[config.mk]
export PLATFORM = sky130hd
export DESIGN_NAME = result_display
export DESIGN_NICKNAME = d
export VERILOG_FILES = /design/src/rtl/calc_pkg.sv /design/src/rtl/bin2bcd_seq.sv /design/src/rtl/result_display.sv
export SDC_FILE = /design/constraint.sdc
export NUM_CORES = 1
export LEC_CHECK = 0
export CAP_MARGIN = 15
export CELL_PAD_IN_SITES_DETAIL_PLACEMENT = 1
export CELL_PAD_IN_SITES_GLOBAL_PLACEMENT = 2
export CORE_ASPECT_RATIO = 2
export CORE_MARGIN = 2
export CORE_UTILIZATION = 39
export CTS_CLUSTER_DIAMETER = 30
export DETAILED_ROUTE_END_ITERATION = 8
export GPL_ROUTABILITY_DRIVEN = 0
export PLACE_DENSITY_LB_ADDON = 0.2
export RECOVER_POWER = 25
export SETUP_SLACK_MARGIN = 0.05
export SKIP_LAST_GASP = 1
export SLEW_MARGIN = 20
export SYNTH_ARGS = -nofsm -noshare
export SYNTH_HDL_FRONTEND = slang
export SYNTH_HIERARCHICAL = 1
export SYNTH_SLANG_ARGS = --single-unit
[constraint.sdc]
create_clock -name clk -period 9.6 [get_ports clk]
set_input_delay 1.44 -clock clk [delete_from_list [all_inputs] [get_ports clk]]
set_output_delay 1.44 -clock clk [all_outputs]
set_load 0.01 [all_outputs]
[src/rtl/calc_pkg.sv]
// Shared calculator display types: FSM states, digit indices and active-low 7-segment glyphs {g,f,e,d,c,b,a}.
// Pure constants and a combinational glyph lookup; no latency, no flow control.
package calc_pkg;

    typedef enum logic [1:0] {
        BLANK = 2'd0,
        CONV  = 2'd1,
        SHOW  = 2'd2
    } disp_state_e;

    localparam logic [1:0] DIG_UNITS = 2'd0;
    localparam logic [1:0] DIG_TENS  = 2'd1;
    localparam logic [1:0] DIG_SIGN  = 2'd2;

    localparam logic [6:0] SEG_0     = 7'h40;
    localparam logic [6:0] SEG_1     = 7'h79;
    localparam logic [6:0] SEG_2     = 7'h24;
    localparam logic [6:0] SEG_3     = 7'h30;
    localparam logic [6:0] SEG_4     = 7'h19;
    localparam logic [6:0] SEG_5     = 7'h12;
    localparam logic [6:0] SEG_6     = 7'h02;
    localparam logic [6:0] SEG_7     = 7'h78;
    localparam logic [6:0] SEG_8     = 7'h00;
    localparam logic [6:0] SEG_9     = 7'h10;
    localparam logic [6:0] SEG_MINUS = 7'h3F;
    localparam logic [6:0] SEG_E     = 7'h06;
    localparam logic [6:0] SEG_R     = 7'h2F;
    localparam logic [6:0] SEG_BLANK = 7'h7F;

    function automatic logic [6:0] seg_digit(input logic [3:0] d);
        case (d)
            4'd0:    seg_digit = SEG_0;
            4'd1:    seg_digit = SEG_1;
            4'd2:    seg_digit = SEG_2;
            4'd3:    seg_digit = SEG_3;
            4'd4:    seg_digit = SEG_4;
            4'd5:    seg_digit = SEG_5;
            4'd6:    seg_digit = SEG_6;
            4'd7:    seg_digit = SEG_7;
            4'd8:    seg_digit = SEG_8;
            4'd9:    seg_digit = SEG_9;
            default: seg_digit = SEG_BLANK;
        endcase
    endfunction

endpackage

[src/rtl/bin2bcd_seq.sv]
// Sequential double-dabble: start_i loads bin_i, then one add-3/shift per cycle for RES_W cycles.
// done_o pulses during the last shift cycle with tens_o/units_o already final; no backpressure.
module bin2bcd_seq
    import calc_pkg::*;
#(
    parameter int RES_W = 6
) (
    input  logic             clk,
    input  logic             rst,
    input  logic             start_i,
    input  logic [RES_W-1:0] bin_i,
    output logic             done_o,
    output logic [3:0]       tens_o,
    output logic [3:0]       units_o
);

    logic [RES_W-1:0] bin_q, bin_d;
    logic [3:0]       tens_q, tens_d, units_q, units_d;
    logic [3:0]       tens_adj, units_adj;
    logic [2:0]       cnt_q, cnt_d;

    always_comb begin
        tens_adj  = (tens_q  >= 4'd5) ? tens_q  + 4'd3 : tens_q;
        units_adj = (units_q >= 4'd5) ? units_q + 4'd3 : units_q;
        bin_d     = bin_q;
        tens_d    = tens_q;
        units_d   = units_q;
        cnt_d     = cnt_q;
        if (start_i) begin
            bin_d   = bin_i;
            tens_d  = 4'd0;
            units_d = 4'd0;
            cnt_d   = 3'(RES_W);
        end else if (cnt_q != 3'd0) begin
            // Max input 63 keeps tens below 8, so the bit shifted out of tens is always zero.
            {tens_d, units_d, bin_d} = {tens_adj, units_adj, bin_q} << 1;
            cnt_d = cnt_q - 3'd1;
        end
    end

    assign done_o  = (cnt_q == 3'd1) && !start_i;
    assign tens_o  = tens_d;
    assign units_o = units_d;

    always_ff @(posedge clk) begin
        if (rst) begin
            bin_q   <= '0;
            tens_q  <= 4'd0;
            units_q <= 4'd0;
            cnt_q   <= 3'd0;
        end else begin
            bin_q   <= bin_d;
            tens_q  <= tens_d;
            units_q <= units_d;
            cnt_q   <= cnt_d;
        end
    end

endmodule

[src/rtl/result_display.sv]
// ALU result consumer: latch result on valid&ready, BCD-convert in RES_W cycles, scan 3-digit 7-seg display.
// res_ready is low only during conversion; BLINK_ERR_EN blinks the "Err" display every BLINK_DIV cycles.
module result_display
    import calc_pkg::*;
#(
    parameter int RES_W       = 6,
    parameter int REFRESH_DIV = 50000,
    parameter int BLINK_DIV   = 25000000
) (
    input  logic             clk,
    input  logic             rst,
    input  logic             res_valid,
    output logic             res_ready,
    input  logic [RES_W-1:0] res_mag,
    input  logic             res_sf,
    input  logic             res_zf,
    input  logic             res_dzf,
    output logic             busy,
    output logic [6:0]       seg_n,
    output logic [2:0]       an_n
);

    localparam int RFW = ($clog2(REFRESH_DIV) > 0) ? $clog2(REFRESH_DIV) : 1;

    if (RES_W < 3 || RES_W > 6) begin : g_bad_res_w
        $error("result_display: RES_W must be 3..6");
    end
    if (REFRESH_DIV < 1 || BLINK_DIV < 1) begin : g_bad_div
        $error("result_display: dividers must be at least 1");
    end

    disp_state_e    state_q, state_d;
    logic           hold_sf_q, hold_sf_d, hold_zf_q, hold_zf_d, hold_dzf_q, hold_dzf_d;
    logic           shown_vld_q, shown_vld_d, shown_sf_q, shown_sf_d;
    logic           shown_zf_q, shown_zf_d, shown_dzf_q, shown_dzf_d;
    logic [3:0]     shown_tens_q, shown_tens_d, shown_units_q, shown_units_d;
    logic [RFW-1:0] refresh_q, refresh_d;
    logic [1:0]     scan_q, scan_d;
    logic [6:0]     seg_q, seg_d;
    logic [2:0]     an_q, an_d;
    logic           accept, conv_done, blink_dark;
    logic [3:0]     bcd_tens, bcd_units;

    assign res_ready = (state_q != CONV);
    assign busy      = (state_q == CONV);
    assign accept    = res_valid && res_ready;
    assign seg_n     = seg_q;
    assign an_n      = an_q;

    bin2bcd_seq #(.RES_W(RES_W)) u_bcd (
        .clk     (clk),
        .rst     (rst),
        .start_i (accept),
        .bin_i   (res_mag),
        .done_o  (conv_done),
        .tens_o  (bcd_tens),
        .units_o (bcd_units)
    );

`ifdef BLINK_ERR_EN
    localparam int BLW = ($clog2(BLINK_DIV) > 0) ? $clog2(BLINK_DIV) : 1;
    logic [BLW-1:0] blink_cnt_q, blink_cnt_d;
    logic           blink_ph_q, blink_ph_d;

    always_comb begin
        blink_cnt_d = blink_cnt_q + 1'b1;
        blink_ph_d  = blink_ph_q;
        if (blink_cnt_q == BLW'(BLINK_DIV - 1)) begin
            blink_cnt_d = '0;
            blink_ph_d  = ~blink_ph_q;
        end
    end

    always_ff @(posedge clk) begin
        if (rst) begin
            blink_cnt_q <= '0;
            blink_ph_q  <= 1'b0;
        end else begin
            blink_cnt_q <= blink_cnt_d;
            blink_ph_q  <= blink_ph_d;
        end
    end

    assign blink_dark = blink_ph_d;
`else
    assign blink_dark = 1'b0;
`endif

    always_comb begin
        state_d       = state_q;
        hold_sf_d     = hold_sf_q;
        hold_zf_d     = hold_zf_q;
        hold_dzf_d    = hold_dzf_q;
        shown_vld_d   = shown_vld_q;
        shown_sf_d    = shown_sf_q;
        shown_zf_d    = shown_zf_q;
        shown_dzf_d   = shown_dzf_q;
        shown_tens_d  = shown_tens_q;
        shown_units_d = shown_units_q;

        case (state_q)
            BLANK, SHOW: begin
                if (accept) begin
                    state_d    = CONV;
                    hold_sf_d  = res_sf;
                    hold_zf_d  = res_zf;
                    hold_dzf_d = res_dzf;
                end
            end
            CONV: begin
                // The shown value switches in one edge so CONV keeps displaying the old result.
                if (conv_done) begin
                    state_d       = SHOW;
                    shown_vld_d   = 1'b1;
                    shown_sf_d    = hold_sf_q;
                    shown_zf_d    = hold_zf_q;
                    shown_dzf_d   = hold_dzf_q;
                    shown_tens_d  = bcd_tens;
                    shown_units_d = bcd_units;
                end
            end
            default: state_d = BLANK;
        endcase

        refresh_d = refresh_q + 1'b1;
        scan_d    = scan_q;
        if (refresh_q == RFW'(REFRESH_DIV - 1)) begin
            refresh_d = '0;
            scan_d    = (scan_q == DIG_SIGN) ? DIG_UNITS : scan_q + 2'd1;
        end

        // Glyph and anode are derived from the same next-state values so they change together.
        seg_d = SEG_BLANK;
        an_d  = 3'b111;
        if (shown_vld_d) begin
            an_d = ~(3'b001 << scan_d);
            case (scan_d)
                DIG_UNITS: seg_d = shown_dzf_d ? SEG_R :
                                   shown_zf_d  ? SEG_0 : seg_digit(shown_units_d);
                DIG_TENS:  seg_d = shown_dzf_d ? SEG_R :
                                   (shown_zf_d || shown_tens_d == 4'd0) ? SEG_BLANK :
                                   seg_digit(shown_tens_d);
                DIG_SIGN:  seg_d = shown_dzf_d ? SEG_E :
                                   (!shown_zf_d && shown_sf_d) ? SEG_MINUS : SEG_BLANK;
                default:   seg_d = SEG_BLANK;
            endcase
            if (shown_dzf_d && blink_dark) begin
                an_d = 3'b111;
            end
        end
    end

    always_ff @(posedge clk) begin
        if (rst) begin
            state_q       <= BLANK;
            hold_sf_q     <= 1'b0;
            hold_zf_q     <= 1'b0;
            hold_dzf_q    <= 1'b0;
            shown_vld_q   <= 1'b0;
            shown_sf_q    <= 1'b0;
            shown_zf_q    <= 1'b0;
            shown_dzf_q   <= 1'b0;
            shown_tens_q  <= 4'd0;
            shown_units_q <= 4'd0;
            refresh_q     <= '0;
            scan_q        <= DIG_UNITS;
            seg_q         <= SEG_BLANK;
            an_q          <= 3'b111;
        end else begin
            state_q       <= state_d;
            hold_sf_q     <= hold_sf_d;
            hold_zf_q     <= hold_zf_d;
            hold_dzf_q    <= hold_dzf_d;
            shown_vld_q   <= shown_vld_d;
            shown_sf_q    <= shown_sf_d;
            shown_zf_q    <= shown_zf_d;
            shown_dzf_q   <= shown_dzf_d;
            shown_tens_q  <= shown_tens_d;
            shown_units_q <= shown_units_d;
            refresh_q     <= refresh_d;
            scan_q        <= scan_d;
            seg_q         <= seg_d;
            an_q          <= an_d;
        end
    end

endmodule

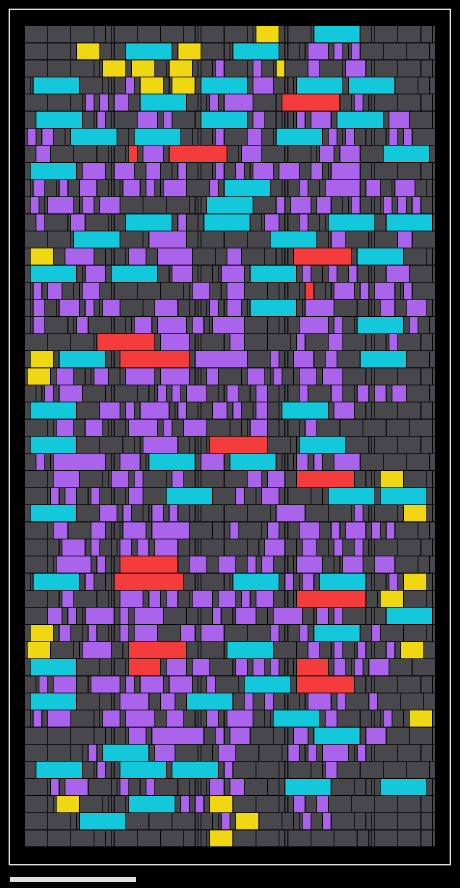
**Above:** cells colored by class.
The bar under the picture is 20 um long. Fill, decap, tap and diode cells in gray.
Red marks clock drivers and dummy loads, cells 16, share of their area 9.0%. Purple marks combinational and other logic, cells 310, share of their area 53%. Cyan marks sequential cells, cells 62, share of their area 32%. Yellow marks remaining buffers and delay cells, cells 24, share of their area 6.0%.

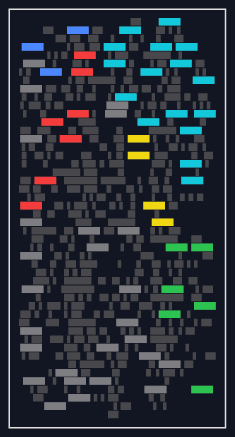
**Above:** sequential cells grouped by signal name.
Other sequential cells in the stronger gray, the rest of the logic in the fainter gray.
Cyan marks refresh_q, placed flops 16. Red marks seg_n, placed flops 7. Green marks u_bcd/bin_q, placed flops 6. Yellow marks u_bcd/tens_q, placed flops 4. Blue marks an_n, placed flops 3.
Another 26 sequential cells are not colored.

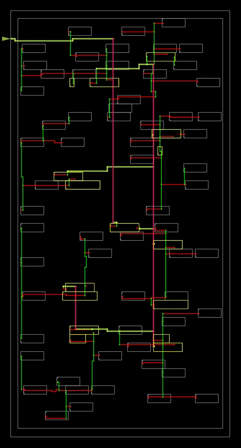
**Above:** clock wiring as the flow saved it.
clk pwr: 382 uW
flip-flops: 62
Inserted Clock Buffers: 9

==> out/summary.log <==
INFO  flow_run       stage_log_warnings=37
INFO  synthesis      top_area_frac=0.367
INFO  synthesis      synthesis.instances=388
INFO  sta            min_period_over_period=0.543
INFO  place          half_perimeter_wire_length_after_placement=6450um
INFO  route          drt-vias-per-instance=5.52
INFO  sta            fin_skew=0.00354ns
INFO  synthesis      synthSimpleGateAreaFrac=0.236
INFO  synthesis      netlist_top_cells_area=sky130_fd_sc_hd__dfxtp_1 37%, sky130_fd_sc_hd__nor2_1 6.7%, sky130_fd_sc_hd__ha_1 5.9%, sky130_fd_sc_hd__mux2i_1 4.4%, sky130_fd_sc_hd__nand2_1 3.9%
INFO  critical_path  critPathLaunch=res_valid
INFO  synthesis      synth_async_sr_flop_share=0
INFO  synthesis      yosys-stat-cells=388
INFO  synthesis      synth.net_count=416
INFO  critical_path  critPathCapture=seg_n[1]
INFO  route          initialDrtViolationCount=78
INFO  cts            clkSlewWorstSetupHoldPaths=0.05ns
INFO  synthesis      ys_top_cells_by_count=62 x sky130_fd_sc_hd__dfxtp_1, 60 x sky130_fd_sc_hd__nor2_1, 35 x sky130_fd_sc_hd__nand2_1, 20 x sky130_fd_sc_hd__a21oi_1, 20 x sky130_fd_sc_hd__inv_1
INFO  run_status     run_status=finished with violations
INFO  die            core_rows=48
INFO  hold_path      holdCritStartpoint=shown_sf_q
INFO  cells_and_area final_layout_top_logic_cell=sky130_fd_sc_hd__dfxtp_1
INFO  critical_path  timing.critical_path.to_type=flop
INFO  cells_and_area stdcell_count=512
INFO  route          drt_pre_antenna_iters=4
INFO  synthesis      synth_area_leader_cell=sky130_fd_sc_hd__dfxtp_1
INFO  die            die_h=136um
INFO  critical_path  crit_chain=clkdlybuf4s50_1 > and2_1 > inv_1 > and3_1 > and3b_1 > mux2i_1 > ha_1 > nand3_1 > a32oi_2 > nor2_1 > a32oi_1
INFO  critical_path  worst_r2r_endpoint=seg_n[1]
INFO  hold_path      hold_class=flop to flop
INFO  cells_and_area mostFrequentLayoutCells=62 x sky130_fd_sc_hd__dfxtp_1, 60 x sky130_fd_sc_hd__nor2_1, 35 x sky130_fd_sc_hd__nand2_1, 20 x sky130_fd_sc_hd__inv_1, 20 x sky130_fd_sc_hd__a21oi_1
INFO  route          route.vias.total=2825
INFO  cts            clock-sinks=62
INFO  synthesis      synthDistinctLibCells=58
INFO  synthesis      aoi_share=0.157
INFO  synthesis      synth-xor-area-share=0.0466
INFO  critical_path  critical_path_top_delay_cell=sky130_fd_sc_hd__and3b_1
INFO  pwr            static-leakage-power=0.00161uW
INFO  synthesis      ys_flops=62
INFO  global_routing first_pass_grt_wire_length=14400um
INFO  route          post-route-drc-count=0
INFO  die            core-area=0.00853mm^2
INFO  place          dpl.cell_count=496
INFO  critical_path  crit_path_class=input port to flop
INFO  sta            max_slew.worst_pin.slew=1.52ns
INFO  die            ios=24
INFO  die            fp_util=0.397
INFO  pwr            fin_total_pwr=711uW
INFO  sta            achievable-frequency=192MHz
INFO  critical_path  worst_path_largest_cell_delay=0.88ns
INFO  synthesis      post_synth_fa_ha_maj_area_fraction=0.0591
INFO  critical_path  cp.buffers_inverters=2
INFO  sta            finalSetupViolCount=0
INFO  sta            final_critical_path_setup_slack=4.39ns
INFO  flow_run       cap_viol_max_count=1
INFO  place          buffer_ports.inserted=23
INFO  global_routing grt_max_degree=30
INFO  route          route.antenna.remaining_nets=0
INFO  sta            setup_total_negative_slack=0ns
INFO  cells_and_area sequential_cell_area=0.00124mm^2
INFO  cts            cts_hold_repair.buffers=0
INFO  cells_and_area drive_above_1_share=0.0947
INFO  synthesis      post_synthesis_sequential_area_ratio=0.367
INFO  cts            post_cts_resize_count=0
INFO  cts            clock_insertion_delay_worst_skew=0.33ns
INFO  critical_path  timing.reg2reg.worst_path_depth=11
INFO  global_routing antenna_found_initial=0
INFO  sta            grt_setup_unrepaired=no
INFO  sta            hold_violations=0
INFO  die            floorplan.die_area=0.00949mm^2
INFO  sta            maxSlewViolCount=30
INFO  place          pre_cts_ws=4.05ns
INFO  synthesis      edff_count_synth=0
INFO  critical_path  crit_path_max_delay_family=simple AND/OR/NAND/NOR gates
INFO  global_routing globalRouteOverflowTotal=0
INFO  critical_path  arrival=5.47ns
INFO  cts            clock_tree_from_tritoncts=built
INFO  synthesis      syn_area=0.00339mm^2
INFO  cells_and_area logic_area=0.00199mm^2
INFO  synthesis      yosys_warnings=6
INFO  run_status     violations_in_the_final_reports=capacitance limit, slew limit
INFO  cts            post-cts-setup-buffers=0
INFO  hold_path      worstHoldPathCells=2
INFO  route          wl_per_cell=17.2um
INFO  hold_path      worstHoldEndpoint=shown_sf_q
INFO  pwr            pd_cells=177mW/mm^2
INFO  cts            h-tree-depth=3
## sequential cells by signal, summed over array words and instances (netlist names)
signal and cells:
shown_sf_q 1, u_bcd/cnt_q 3, state_q 2, u_bcd/bin_q 6
an_n 3, shown_units_q 4, hold_zf_q 1, u_bcd/units_q 4
shown_tens_q 4, u_bcd/tens_q 4, hold_sf_q 1, hold_dzf_q 1
scan_q 2, shown_vld_q 1, seg_n 7, shown_dzf_q 1
refresh_q 16, shown_zf_q 1
## per-stage QoR
step | hold slack [ns] | instance area (um^2) | utilization
floorplan | 0.426 | 3390 | -
global placement | 0.442 | 3670 | 0.430
detailed placement | 0.459 | 3670 | 0.430
CTS | 0.470 | 4020 | 0.471
global route | 0.480 | 4020 | 0.471
finish | 0.463 | 4020 | 0.471
## layout make-up
| type | instances | area share |
|---|---|---|
| clock inverter | 3 | 0.0224 |
| tap | 100 | 0.0312 |
| multi-input combinational | 290 | 0.495 |
| inverter | 20 | 0.0187 |
| sequential | 62 | 0.309 |
| clock buffer | 13 | 0.0648 |
| timing repair buffer | 24 | 0.0583 |
## power by group
group | internal (uW) | switching (uW) | leakage [uW]
clock | 268 | 115 | 0.000170
combinational | 23.0 | 33.3 | 0.000932
sequential | 266 | 7.13 | 0.000504
total | 556 | 155 | 0.00161
## worst reg2reg max path, delay by kind of cell, from the launching register on
family                   cells  cell delay [ns]
AND-OR/OR-AND                2             0.58
multiplexers                 1             0.64
buffers and inverters        1             0.35
adder cells (fa/ha/maj)      1             0.33
AND/OR/NAND/NOR              6             2.01
flip-flops                   1             0.38
## metal layers
layer / global-route usage / vias up / routed length [um]
met5: 0 / - / 0
met4: 0.0908 / 0 / 299
met3: 0.0372 / 17 / 190
met2: 0.388 / 31 / 5050
met1: 0.184 / 1388 / 3240
li1: - / 1389 / -
Power figures rest on the tool's default switching activity, not on a simulated workload.
